[src/rtl/alu_seq_pkg.sv]
// -----------------------------------------------------------------------------
// alu_seq_pkg
// Shared definitions for the 32-bit ALU sequencer:
//   - request opcodes (req_op)
//   - 16-bit ALU function encodings (alu_func)
//   - sequencer state enum
//   - small decode helpers (legality, arithmetic class, op -> ALU function)
// Optional feature macro: ALU_SEQ_SUB_EN (op 4 = SUB is legal only when defined)
// -----------------------------------------------------------------------------
package alu_seq_pkg;

   // Request opcodes
   localparam logic [2:0] OP_ADD  = 3'd0;
   localparam logic [2:0] OP_ANDN = 3'd1;
   localparam logic [2:0] OP_OR   = 3'd2;
   localparam logic [2:0] OP_NOTB = 3'd3;
   localparam logic [2:0] OP_SUB  = 3'd4;

   // 16-bit ALU function encodings
   localparam logic [1:0] FUNC_ADD  = 2'b00;
   localparam logic [1:0] FUNC_ANDN = 2'b01;
   localparam logic [1:0] FUNC_OR   = 2'b10;
   localparam logic [1:0] FUNC_NOTB = 2'b11;

   typedef enum logic [2:0] {
      ST_IDLE = 3'd0,
      ST_NLO  = 3'd1,
      ST_NHI  = 3'd2,
      ST_LO   = 3'd3,
      ST_HI   = 3'd4,
      ST_RESP = 3'd5
   } state_t;

   function automatic logic op_legal(input logic [2:0] op);
`ifdef ALU_SEQ_SUB_EN
      return (op <= OP_SUB);
`else
      return (op <= OP_NOTB);
`endif
   endfunction

   // Ops whose carry chain is live (carry-in used, carry-out reported)
   function automatic logic op_is_arith(input logic [2:0] op);
      return (op == OP_ADD) || (op == OP_SUB);
   endfunction

   // SUB runs its main passes as an add on the inverted B operand
   function automatic logic [1:0] op_func(input logic [2:0] op);
      case (op)
         OP_ANDN: return FUNC_ANDN;
         OP_OR:   return FUNC_OR;
         OP_NOTB: return FUNC_NOTB;
         default: return FUNC_ADD;
      endcase
   endfunction

endpackage

[src/rtl/alu_seq32.sv]
// -----------------------------------------------------------------------------
// alu_seq32
// Sequences 32-bit requests onto an external 16-bit combinational ALU as
// low-half then high-half passes, chaining the carry between them. SUB first
// inverts B through the ALU (two extra passes) and then runs as A + ~B + cin.
// The 32-bit result is held until the consumer takes it.
//
// Optional feature macro: ALU_SEQ_SUB_EN
//   defined   : op 4 (SUB) runs through NLO/NHI/LO/HI
//   undefined : op 4 is illegal, NLO/NHI are not built
//
// Ports:
//   clk, rst_n                  clock, asynchronous active-low reset
//   req_valid/req_ready         request handshake (ready only in IDLE)
//   req_op, req_a, req_b, req_cin  operation, operands, carry-in
//   rsp_valid/rsp_ready         response handshake
//   rsp_data, rsp_cout, rsp_zero, rsp_err  result and flags
//   alu_a, alu_b, alu_c_in, alu_func       drive to the 16-bit ALU
//   alu_out, alu_c_out                     same-cycle ALU result
// -----------------------------------------------------------------------------
module alu_seq32
   import alu_seq_pkg::*;
(
   input  logic        clk,
   input  logic        rst_n,
   input  logic        req_valid,
   output logic        req_ready,
   input  logic [2:0]  req_op,
   input  logic [31:0] req_a,
   input  logic [31:0] req_b,
   input  logic        req_cin,
   output logic        rsp_valid,
   input  logic        rsp_ready,
   output logic [31:0] rsp_data,
   output logic        rsp_cout,
   output logic        rsp_zero,
   output logic        rsp_err,
   output logic [15:0] alu_a,
   output logic [15:0] alu_b,
   output logic        alu_c_in,
   output logic [1:0]  alu_func,
   input  logic [15:0] alu_out,
   input  logic        alu_c_out
);

   state_t      state_reg;
   logic [31:0] a_reg;
   logic [31:0] b_reg;
   logic        arith_reg;
   logic [1:0]  func_reg;
   logic [15:0] result_lo_reg;
`ifdef ALU_SEQ_SUB_EN
   logic        cin_reg;
`endif

   logic [31:0] rsp_data_reg;
   logic        rsp_valid_reg;
   logic        rsp_cout_reg;
   logic        rsp_zero_reg;
   logic        rsp_err_reg;
   logic [15:0] alu_a_reg;
   logic [15:0] alu_b_reg;
   logic        alu_c_in_reg;
   logic [1:0]  alu_func_reg;

   // ALU drive registers are loaded on the edge that enters the state using
   // them, so the ALU sees stable operands for the whole pass.
   always_ff @(posedge clk or negedge rst_n) begin
      if (!rst_n) begin
         state_reg     <= ST_IDLE;
         a_reg         <= '0;
         b_reg         <= '0;
         arith_reg     <= 1'b0;
         func_reg      <= FUNC_ADD;
         result_lo_reg <= '0;
`ifdef ALU_SEQ_SUB_EN
         cin_reg       <= 1'b0;
`endif
         rsp_data_reg  <= '0;
         rsp_valid_reg <= 1'b0;
         rsp_cout_reg  <= 1'b0;
         rsp_zero_reg  <= 1'b0;
         rsp_err_reg   <= 1'b0;
         alu_a_reg     <= '0;
         alu_b_reg     <= '0;
         alu_c_in_reg  <= 1'b0;
         alu_func_reg  <= FUNC_ADD;
      end else begin
         case (state_reg)
            ST_IDLE: begin
               if (req_valid) begin
                  a_reg     <= req_a;
                  b_reg     <= req_b;
                  arith_reg <= op_is_arith(req_op);
                  func_reg  <= op_func(req_op);
`ifdef ALU_SEQ_SUB_EN
                  cin_reg   <= req_cin;
`endif
                  if (!op_legal(req_op)) begin
                     rsp_data_reg  <= '0;
                     rsp_cout_reg  <= 1'b0;
                     rsp_zero_reg  <= 1'b0;
                     rsp_err_reg   <= 1'b1;
                     rsp_valid_reg <= 1'b1;
                     state_reg     <= ST_RESP;
                  end
`ifdef ALU_SEQ_SUB_EN
                  else if (req_op == OP_SUB) begin
                     alu_a_reg    <= '0;
                     alu_b_reg    <= req_b[15:0];
                     alu_c_in_reg <= 1'b0;
                     alu_func_reg <= FUNC_NOTB;
                     state_reg    <= ST_NLO;
                  end
`endif
                  else begin
                     alu_a_reg    <= req_a[15:0];
                     alu_b_reg    <= req_b[15:0];
                     alu_c_in_reg <= op_is_arith(req_op) & req_cin;
                     alu_func_reg <= op_func(req_op);
                     state_reg    <= ST_LO;
                  end
               end
            end
`ifdef ALU_SEQ_SUB_EN
            ST_NLO: begin
               b_reg[15:0]  <= alu_out;
               alu_b_reg    <= b_reg[31:16];
               state_reg    <= ST_NHI;
            end
            ST_NHI: begin
               // Low half of B was inverted last pass; high half arrives now
               b_reg[31:16] <= alu_out;
               alu_a_reg    <= a_reg[15:0];
               alu_b_reg    <= b_reg[15:0];
               alu_c_in_reg <= cin_reg;
               alu_func_reg <= FUNC_ADD;
               state_reg    <= ST_LO;
            end
`endif
            ST_LO: begin
               result_lo_reg <= alu_out;
               alu_a_reg     <= a_reg[31:16];
               alu_b_reg     <= b_reg[31:16];
               alu_c_in_reg  <= arith_reg & alu_c_out;
               alu_func_reg  <= func_reg;
               state_reg     <= ST_HI;
            end
            ST_HI: begin
               rsp_data_reg  <= {alu_out, result_lo_reg};
               rsp_zero_reg  <= ({alu_out, result_lo_reg} == 32'd0);
               rsp_cout_reg  <= arith_reg & alu_c_out;
               rsp_err_reg   <= 1'b0;
               rsp_valid_reg <= 1'b1;
               alu_a_reg     <= '0;
               alu_b_reg     <= '0;
               alu_c_in_reg  <= 1'b0;
               alu_func_reg  <= FUNC_ADD;
               state_reg     <= ST_RESP;
            end
            ST_RESP: begin
               if (rsp_ready) begin
                  rsp_valid_reg <= 1'b0;
                  state_reg     <= ST_IDLE;
               end
            end
            default: begin
               state_reg <= ST_IDLE;
            end
         endcase
      end
   end

   assign req_ready = (state_reg == ST_IDLE);
   assign rsp_valid = rsp_valid_reg;
   assign rsp_data  = rsp_data_reg;
   assign rsp_cout  = rsp_cout_reg;
   assign rsp_zero  = rsp_zero_reg;
   assign rsp_err   = rsp_err_reg;
   assign alu_a     = alu_a_reg;
   assign alu_b     = alu_b_reg;
   assign alu_c_in  = alu_c_in_reg;
   assign alu_func  = alu_func_reg;

endmodule

[config.mk]
export PLATFORM = sky130hd
export DESIGN_NAME = alu_seq32
export DESIGN_NICKNAME = d
export VERILOG_FILES = /design/src/rtl/alu_seq_pkg.sv /design/src/rtl/alu_seq32.sv
export SDC_FILE = /design/constraint.sdc
export NUM_CORES = 1
export LEC_CHECK = 0
export CAP_MARGIN = 20
export CORE_MARGIN = 2
export CORE_UTILIZATION = 40
export CTS_CLUSTER_SIZE = 30
export DETAILED_ROUTE_END_ITERATION = 8
export HOLD_SLACK_MARGIN = 0.02
export PLACE_DENSITY = 0.75
export RECOVER_POWER = 100
export SYNTH_ARGS = -nofsm -noshare
export SYNTH_HDL_FRONTEND = slang
export SYNTH_SLANG_ARGS = --single-unit
[constraint.sdc]
create_clock -name clk -period 3.4 [get_ports clk]
set_input_delay 0.68 -clock clk [delete_from_list [all_inputs] [get_ports clk]]
set_output_delay 0.68 -clock clk [all_outputs]
set_load 0.1 [all_outputs]
Figure 1. Metal layers overlaid.
Scale bar: 20 um.
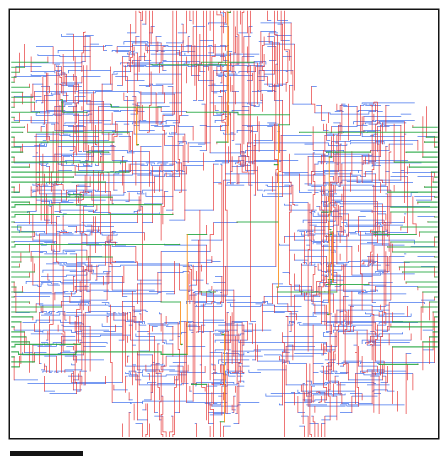
[red] met2 | wire length: 6260 um
[orange] met4 | wire length: 213 um
[green] met3 | wire length: 1100 um
[blue] met1 | wire length: 5540 um
routed wire length: 13100 um
via count: 4046

Figure 2. Routed clock nets over the placement.
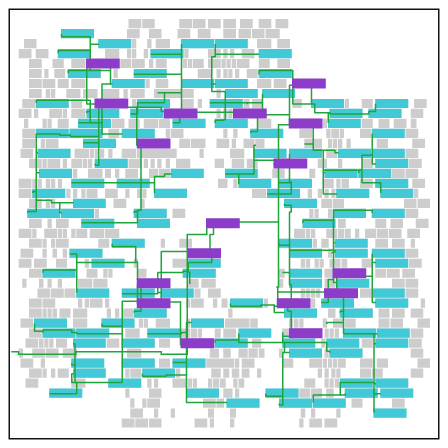
[green] clock wires | length: 1510 um
[purple] cells driving clock nets | count: 17
[cyan] flip-flops | count: 125
flops lie: spread over the die
final setup skew: 0.00688 ns

==> impl_metrics.toml <==
# flow metrics
[drt]
wl_met1_um = 5540
maxUsedRoutingLayer = "met4"
dr_wl_met3_um = 1100
drcViolationCount = 0
viasPerCell = 5.09
ant_nets = 0

[final_timing]
tns_ns = 0
hold_violations = 0
layout_setup_ws_ns = 0.582
slew-limit-headroom = -0.0233
max_freq_ghz = 0.355
finalCritPeriodShare = 0.829
tightest_slew_ns = 1.53
final-max-slew-violation-count = 36
final-setup-viol-count = 0

[cts]
cts_resized = 0
clkSlewWorstSetupHoldPaths_ns = 0.06
tritoncts = "done"
cts_buffers = 17
ctsHoldBuffers = 0

[global_routing]
grt_overflow = 0
antenna_found_initial = 0
grt_max_degree = 57
grt_pass1_vias = 4129

[die]
initial_core_util = 0.405
dieHeight_um = 117
io_pins = 161
die_width_um = 117

[final_layout]
seq_share = 0.433
comb_cells = 294
largest_register_ffs = 32
lay_top_cells = "nand2_1 (154), dfrtp_1 (125), clkdlybuf4s50_1 (86)"
final_layout_size_suffix_gt1_frac = 0.124
largest_class = "sequential cells"
buffer_area_frac = 0.205
clkbuf_count = 22
clkCellAreaFrac = 0.0800
flop_area_um2 = 3130
final_common_cell = "nand2_1"

[critical_path]
reg2reg_to = "b_reg[28]$_DFFE_PN0P_"
cp-start-kind = "register"
ff2ff_path_depth = 5
path_class = "reg2out"
r2r_start = "state_reg[1]$_DFFE_PN0P_"
worst-path-stages = 2
worstSetupStartpoint = "state_reg[0]$_DFFE_PN0P_"

[logic_synthesis]
numSynthFlops = 125
top_cell_area_share = 0.617
yosysWarnings = 0
synth.distinct_cells = 27
ys.flop_type = "dfrtp_1"
yosysCellCount = 450
edf_count = 0
ys_chip_area_um2 = 5070
synthCells = 450
async_flop_share = 1.00

[outcome]
violations = "max-capacitance violations, max-slew violations"
status = "complete, but fails checks"

[hold_path]
worstHoldStart = "b_reg[22]$_DFFE_PN0P_"
hold_depth = 2
min_to = "b_reg[22]$_DFFE_PN0P_"

[place]
placed_area_um2 = 6780
hpwlAfterDp_um = 8960
port_buffers = 160

[run]
drv_cap = 1
Figure 3. Cell placement.
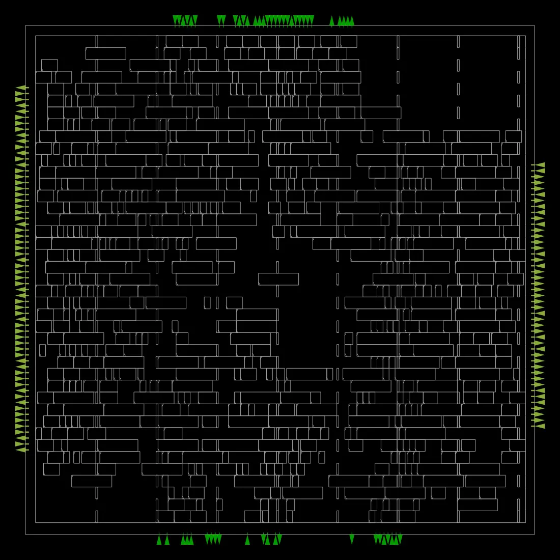
Core Util, Final: 0.578
FF+latch count: 125
Cell Rows: 41

==> Yosys cell counts, types with 2 or more instances <==
| library cell | number |
|---|---|
| a21oi_1 | 3 |
| a22o_1 | 64 |
| a32o_1 | 4 |
| buf_2 | 13 |
| clkbuf_1 | 16 |
| dfrtp_1 | 125 |
| mux2_2 | 35 |
| nand2_1 | 154 |
| nand2b_1 | 2 |
| nand3_1 | 4 |
| nor2_1 | 3 |
| nor4_1 | 8 |
| o21ai_0 | 5 |
==> cells by family after synthesis <==
logic type	after synthesis	synth area share
AOI/OAI and AO/OA	79	0.132
buffers and inverters	31	0.0262
DFF	125	0.617
muxes	35	0.0777
and+or+nand+nor	180	0.147
